[src/rtl/pin_code_programmer.sv]
// PIN code programmer: the user enters a new code and then confirms it, and the stored pinCode is replaced only when both entries match.
// Optional build macro PIN_PROG_TIMEOUT_EN enables the inter-key idle timeout.
module pin_code_programmer #(
  parameter int unsigned             DIGITS         = 4,
  parameter int unsigned             CODE_LENGTH    = 4 * DIGITS,
  parameter logic [CODE_LENGTH-1:0]  DEFAULT_CODE   = CODE_LENGTH'(16'h1248),
  parameter int unsigned             TIMEOUT_CYCLES = 250_000_000,
  parameter int unsigned             COUNTER_WIDTH  = $clog2(DIGITS + 1)
) (
  input  logic                   clk_i,
  input  logic                   rst_ni,
  input  logic [3:0]             key_i,
  input  logic                   unlocked_i,
  input  logic                   program_i,
  output logic [CODE_LENGTH-1:0] pin_code_o,
  output logic                   busy_o,
  output logic                   code_updated_o,
  output logic                   code_error_o
);

  localparam logic [2:0] IDLE    = 3'd0;
  localparam logic [2:0] ENTER   = 3'd1;
  localparam logic [2:0] CONFIRM = 3'd2;
  localparam logic [2:0] COMMIT  = 3'd3;
  localparam logic [2:0] ERROR   = 3'd4;

  logic [2:0]               state_q, state_d;
  logic [CODE_LENGTH-1:0]   entry_q, entry_d;
  logic [CODE_LENGTH-1:0]   confirm_q, confirm_d;
  logic [COUNTER_WIDTH-1:0] cnt_q, cnt_d;
  logic [CODE_LENGTH-1:0]   pin_q, pin_d;
  logic                     busy_q, busy_d;
  logic                     upd_q, upd_d;
  logic                     err_q, err_d;

  logic key_valid;
  logic last_digit;
  logic abort;
  logic codes_match;
  logic timer_expired;

  assign key_valid   = $onehot(key_i);
  assign last_digit  = (cnt_q == COUNTER_WIDTH'(DIGITS - 1));
  assign abort       = !unlocked_i || program_i;
  assign codes_match = (entry_q == confirm_q);

`ifdef PIN_PROG_TIMEOUT_EN
  localparam int unsigned TIMER_W = (TIMEOUT_CYCLES > 2) ? $clog2(TIMEOUT_CYCLES) : 1;

  logic [TIMER_W-1:0] timer_q, timer_d;

  assign timer_expired = (timer_q == TIMER_W'(TIMEOUT_CYCLES - 1));

  // Idle timer runs only while waiting in the same entry state; any key or transition restarts it.
  always_comb begin
    timer_d = '0;
    if ((state_q == ENTER || state_q == CONFIRM) && (state_d == state_q) && !key_valid) begin
      timer_d = timer_q + TIMER_W'(1);
    end
  end

  always_ff @(posedge clk_i or negedge rst_ni) begin
    if (!rst_ni) begin
      timer_q <= '0;
    end else begin
      timer_q <= timer_d;
    end
  end
`else
  assign timer_expired = 1'b0;
`endif

  // Next-state and datapath logic; abort beats key, and key beats timeout.
  always_comb begin
    state_d   = state_q;
    entry_d   = entry_q;
    confirm_d = confirm_q;
    cnt_d     = cnt_q;
    pin_d     = pin_q;
    upd_d     = 1'b0;

    case (state_q)
      IDLE: begin
        if (program_i && unlocked_i) begin
          state_d = ENTER;
          entry_d = '0;
          cnt_d   = '0;
        end
      end

      ENTER: begin
        if (abort) begin
          state_d   = IDLE;
          entry_d   = '0;
          confirm_d = '0;
          cnt_d     = '0;
        end else if (key_valid) begin
          entry_d = {entry_q[CODE_LENGTH-5:0], key_i};
          if (last_digit) begin
            state_d   = CONFIRM;
            cnt_d     = '0;
            confirm_d = '0;
          end else begin
            cnt_d = cnt_q + COUNTER_WIDTH'(1);
          end
        end else if (timer_expired) begin
          state_d = ERROR;
        end
      end

      CONFIRM: begin
        if (abort) begin
          state_d   = IDLE;
          entry_d   = '0;
          confirm_d = '0;
          cnt_d     = '0;
        end else if (key_valid) begin
          confirm_d = {confirm_q[CODE_LENGTH-5:0], key_i};
          if (last_digit) begin
            state_d = COMMIT;
            cnt_d   = '0;
          end else begin
            cnt_d = cnt_q + COUNTER_WIDTH'(1);
          end
        end else if (timer_expired) begin
          state_d = ERROR;
        end
      end

      COMMIT: begin
        if (codes_match) begin
          state_d   = IDLE;
          pin_d     = entry_q;
          upd_d     = 1'b1;
          entry_d   = '0;
          confirm_d = '0;
        end else begin
          state_d = ERROR;
        end
      end

      ERROR: begin
        state_d   = IDLE;
        entry_d   = '0;
        confirm_d = '0;
        cnt_d     = '0;
      end

      default: begin
        state_d   = IDLE;
        entry_d   = '0;
        confirm_d = '0;
        cnt_d     = '0;
      end
    endcase

    busy_d = (state_d != IDLE);
    err_d  = (state_d == ERROR);
  end

  always_ff @(posedge clk_i or negedge rst_ni) begin
    if (!rst_ni) begin
      state_q   <= IDLE;
      entry_q   <= '0;
      confirm_q <= '0;
      cnt_q     <= '0;
      pin_q     <= DEFAULT_CODE;
      busy_q    <= 1'b0;
      upd_q     <= 1'b0;
      err_q     <= 1'b0;
    end else begin
      state_q   <= state_d;
      entry_q   <= entry_d;
      confirm_q <= confirm_d;
      cnt_q     <= cnt_d;
      pin_q     <= pin_d;
      busy_q    <= busy_d;
      upd_q     <= upd_d;
      err_q     <= err_d;
    end
  end

  assign pin_code_o     = pin_q;
  assign busy_o         = busy_q;
  assign code_updated_o = upd_q;
  assign code_error_o   = err_q;

endmodule

[config.mk]
export PLATFORM = sky130hd
export DESIGN_NAME = pin_code_programmer
export DESIGN_NICKNAME = d
export VERILOG_FILES = /design/src/rtl/pin_code_programmer.sv
export SDC_FILE = /design/constraint.sdc
export NUM_CORES = 1
export LEC_CHECK = 0
export CAP_MARGIN = 15
export CORE_MARGIN = 3
export CORE_UTILIZATION = 30
export CTS_CLUSTER_SIZE = 28
export DETAILED_ROUTE_END_ITERATION = 12
export GPL_TIMING_DRIVEN = 0
export SLEW_MARGIN = 30
export SYNTH_ARGS = -nofsm -noshare
export SYNTH_HDL_FRONTEND = slang
export SYNTH_SLANG_ARGS = --single-unit
[constraint.sdc]
create_clock -name clk_i -period 1.9 [get_ports clk_i]
set_input_delay 0.285 -clock clk_i [delete_from_list [all_inputs] [get_ports clk_i]]
set_output_delay 0.285 -clock clk_i [all_outputs]
set_load 0.05 [all_outputs]
==> run_1/gate_families.png <==
(4 px per µm)
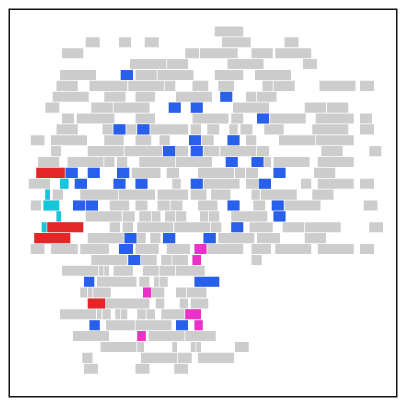
color	family	cells	most used
magenta	AND and OR gates	6	or3_1
cyan	inverters	5	inv_1
blue	AND-OR and OR-AND gates	37	a22o_1
red	adder and majority cells	4	ha_4

==> run_1/metal_stack.png <==
(4 px per µm) Only two layers are drawn.
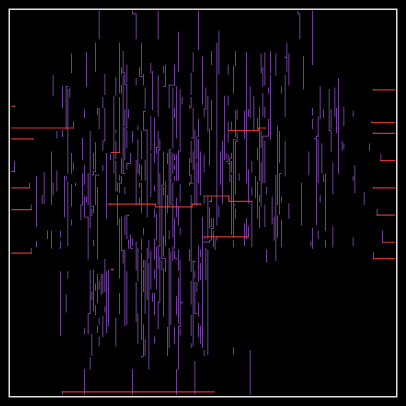
color	layer	wire length
red	met3	172 µm
purple	met2	2720 µm

==> run summary, run 1 <==
The following summarizes the physical implementation.

Global routing
The wire length of the first global-routing pass is 9650 µm. The routing usage on met3 is 3.41%. The number of antenna violations at the first check in global routing is 0.

Flow run
The max capacitance violation total is 0.

Layout
Once layout is done, the placed cells without fillers occupy 3640 µm². The fraction of area in clock buffers and inverters is roughly 5.6%. The post-route netlist has 40.9% of its cells at a drive strength greater than 1. Per the layout area report, the combinational gate area comes to approximately 1200 µm². The relative area change from synthesis to final layout is 48.1%. Cells fill 46.3% of the core in the end.

Worst setup path
The beginning of the worst register-to-register path is confirm_q[5]$_DFFE_PN0P_. The worst setup path is captured at a flop. The standard cell with the maximum stage delay on the critical path is sky130_fd_sc_hd__fa_1. The register-to-register setup slack is -100 ps.

Synth
After Yosys synthesis, AND-OR and OR-AND compound gates account for 15.3% of the synthesized area. The dominant non-sequential cell family after synthesis is AND-OR/OR-AND gates. The most used flip-flop cell is sky130_fd_sc_hd__dfrtp_1. In this run, distinct cell masters in the synthesized netlist total 34.

Route
Nets still carrying antenna violations after routing amount to 0. Per the detail_route report, vias per standard cell equal 4.94.

Clocking
The tree is rooted in a sky130_fd_sc_hd__clkbuf_8. The clock latency at the later pin of the worst-skew pair is 330 ps. The clock input transition at the sequential cells of the worst setup and hold paths is 60 ps.

Timing
Adding up every negative setup slack in the final design gives -11210 ps. The fraction of the cycle the final worst path needs is 117%. Setup repair after global routing could not meet its margin everywhere. Setup slack on the critical path of the routed design comes to -321 ps. The final timing report lists a max-slew violation count of 0. The number of failing setup endpoints in the final timing report is 48.

Power
For this design the static power due to leakage is between 0.0015 and 0.002 µW. The largest power group is registers.

Placement
The final weighted congestion in routability-driven placement is 0.760. The placed standard-cell area is 3000 µm².

Status
The run finished, with violations left. The final reports fail on setup timing.

Floorplanning
The overall chip area is 9310 µm². Tap insertion was completed with 102 tapcells.

Hold path
The cell depth of the worst min-delay path is 2.
==> run_1/final_placement.png <==
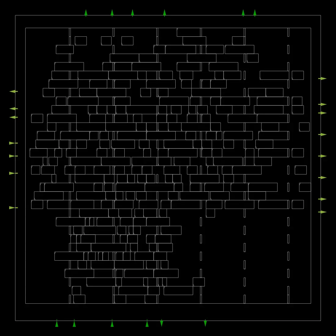
final std cells w/o fill: 359
Filler cells: 741
row count: 32

==> run_1/wire_density.png <==
(3 px per µm) The die is cut into 19 by 19 equal tiles; dark purple is low, yellow is high, scaled to the fullest tile. Values are wire area over tile area, all layers added.
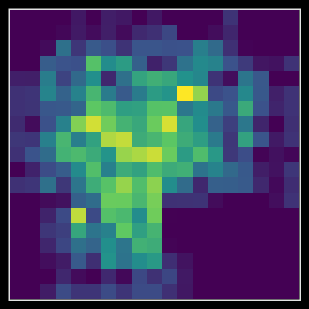
mean over tiles	0.095
emptiest ninth of the die	south-east
nearly empty tiles	29%
densest ninth of the die	center
fullest tile	0.37
tiles over half the peak	21%

==> run 1: registers in the layout, indices dropped and copies added, names as in the netlist <==
register,cells
busy_o,1
cnt_q,3
code_error_o,1
code_updated_o,1
confirm_q,16
entry_q,16
pin_code_o,16
state_q,3
==> run 1: worst max path at each step <==
stage | start | endpoint | slack (ps)
after global routing | key_i[3] | confirm_q[10]$_DFFE_PN0P_ | -380
after floorplan | key_i[0] | cnt_q[0]$_DFFE_PN0P_ | -430
after global placement | key_i[0] | entry_q[6]$_DFFE_PN0P_ | -1370
final | key_i[3] | confirm_q[2]$_DFFE_PN0P_ | -320
after CTS | key_i[0] | cnt_q[0]$_DFFE_PN0P_ | -360
after detailed placement | key_i[0] | entry_q[8]$_DFFE_PN0P_ | -1410
==> run_1/zoom.png <==
Region (33, 33) to (63, 63) µm. Cells in gray, sequential cells in the stronger gray; small squares are vias.
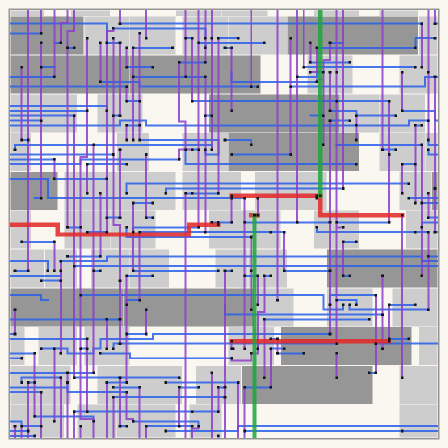

--- run 2 (diff from run 1) ---
--- a/config.mk
+++ b/config.mk
@@ -6,7 +6,6 @@
 export NUM_CORES = 1
 export LEC_CHECK = 0
 export CAP_MARGIN = 15
-export CORE_MARGIN = 3
 export CORE_UTILIZATION = 30
 export CTS_CLUSTER_SIZE = 28
 export DETAILED_ROUTE_END_ITERATION = 12
==> run_2/zoom.png <==
Region (31, 31) to (61, 61) µm. Cells in gray, sequential cells in the stronger gray; small squares are vias.
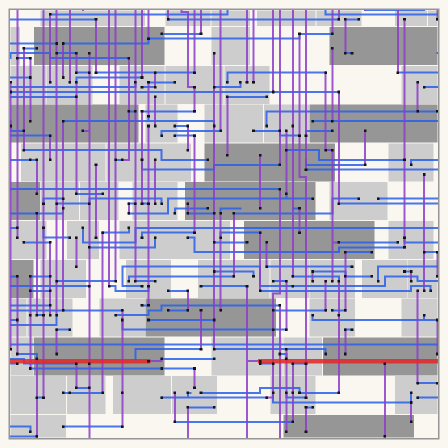
color	layer
red	met3
blue	met1
purple	met2
most frequent	dfrtp_1 (11), a22o_1 (10), xnor2_1 (9)
sequential cells in the window	11
netlist names of flops here include	confirm_q (10), entry_q (1)
cells with their middle in the window	52

==> run summary, run 2 <==
The following summarizes the physical implementation.

Placement
The placed standard-cell area is 3000 µm² (about the same). The final weighted congestion in routability-driven placement came to 0.846 (was 0.760).

Layout
The relative area change from synthesis to final layout came to 47.5% (was 48.1%). The share of layout cells above drive strength 1 is 40.9% (about the same). The non-filler instance count after layout is 361 (was 359). The filler cell count is 723 (was 741). The final core utilization came to 46.4% (was 46.3%).

The total non-filler cell area in the finished layout was 3620 µm² (was 3640 µm²). The area used by multi-input combinational logic is 1200 µm² (about the same).

Global routing
The via count of the first global-routing pass is 1788 (was 1834). The wire length of the first global-routing pass is 9320 µm (was 9650 µm). The routing usage on met3 is 3.94% (was 3.41%). The number of antenna violations at the first check in global routing came to 0 (unchanged).

Synth
The fraction of the mapped netlist area in compound gates is 15.3% (unchanged). The most used flip-flop cell was sky130_fd_sc_hd__dfrtp_1 (unchanged). Biggest area cells: sky130_fd_sc_hd__dfrtp_1, sky130_fd_sc_hd__a22o_1, sky130_fd_sc_hd__mux2_2 (unchanged).

The number of different library cells in the post-synthesis netlist is 34 (unchanged). The fraction of the mapped netlist area in simple logic gates is 8.51% (unchanged). The dominant non-sequential cell family after synthesis is AND-OR/OR-AND gates (unchanged).

Worst setup path
The critical path endpoint category is a flop (unchanged). Cells traversed along the worst timing path: buf_8 -> inv_8 -> fa_1 -> inv_1 -> ha_2 -> ha_4 -> nor3b_4 -> nand2_2 -> a21oi_4 -> o22ai_4 -> buf_6 -> a22o_1 (was buf_8 -> inv_4 -> fa_1 -> inv_2 -> ha_4 -> ha_4 -> nor3b_4 -> buf_12 -> nand2_8 -> a21oi_4 -> o22ai_4 -> buf_4 -> a32o_1). The standard cell with the maximum stage delay on the critical path is sky130_fd_sc_hd__fa_1 (unchanged). The worst-path maximum fanout is 5 (was 6). The register-to-register setup slack is -160 ps (was -100 ps).

Timing
Unrepaired setup endpoints after global routing: true (unchanged). The setup TNS came to -11810 ps (was -11210 ps). The final number of max-transition violations is 0 (unchanged). The setup slack after layout is -326 ps (was -321 ps). The number of failing setup endpoints in the final timing report came to 52 (was 48). The fraction of the cycle the final worst path needs was 117% (about the same).

Flow run
The max capacitance violation total is 0 (unchanged). The number of warnings in the stage logs is 29 (unchanged).

Floorplanning
The number of well taps came to 102 (unchanged). The overall chip area is 8550 µm² (was 9310 µm²). The total number of placement rows was 32 (unchanged).

Route
The residual DRC count is 0 (unchanged). The number of vias per cell after detailed routing is 4.88 (was 4.94).

Clocking
The clock input transition at the sequential cells of the worst setup and hold paths is 70 ps (was 60 ps). The buffer cell driving the clock tree root is sky130_fd_sc_hd__clkbuf_8 (unchanged). The number of sinks handled by clock tree synthesis is 57 (unchanged). The clock latency at the later pin of the worst-skew pair is 330 ps (about the same).

The number of buffers between clock root and the deepest sink is 2 (unchanged).

Status
Outcome: finished, violations left (unchanged). Violations in the final reports: setup timing (unchanged).

Power
The standby leakage power came to 0.00163 µW (was 0.00162 µW).
==> run_2/metal_stack.png <==
(4 px per µm) Only two layers are drawn.
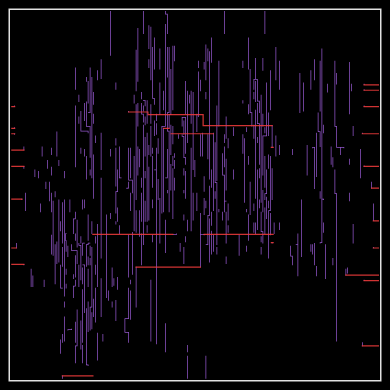
color	layer	wire length
red	met3	165 µm
purple	met2	2510 µm

## run 2: report_power, final
group	internal (µW)	total [µW]	switching, µW
logic	141	278	136
clock network	542	1020	479
registers	1220	1230	9.06
total	1900	2530	624
## run 2: final timing paths
path	from	endpoint	cells after the start
setup reg to reg	confirm_q[3]$_DFFE_PN0P_	pin_code_o[10]$_DFFE_PN0P_	8
setup / recovery	key_i[0]	confirm_q[11]$_DFFE_PN0P_	12
hold reg to reg	cnt_q[1]$_DFFE_PN0P_	cnt_q[1]$_DFFE_PN0P_	2
max in group asynchronous	rst_ni	pin_code_o[6]$_DFFE_PN1P_	3
min in group asynchronous	rst_ni	pin_code_o[5]$_DFFE_PN0P_	2
hold / removal	key_i[1]	entry_q[1]$_DFFE_PN0P_	2
Power and IR drop assume default switching activity.
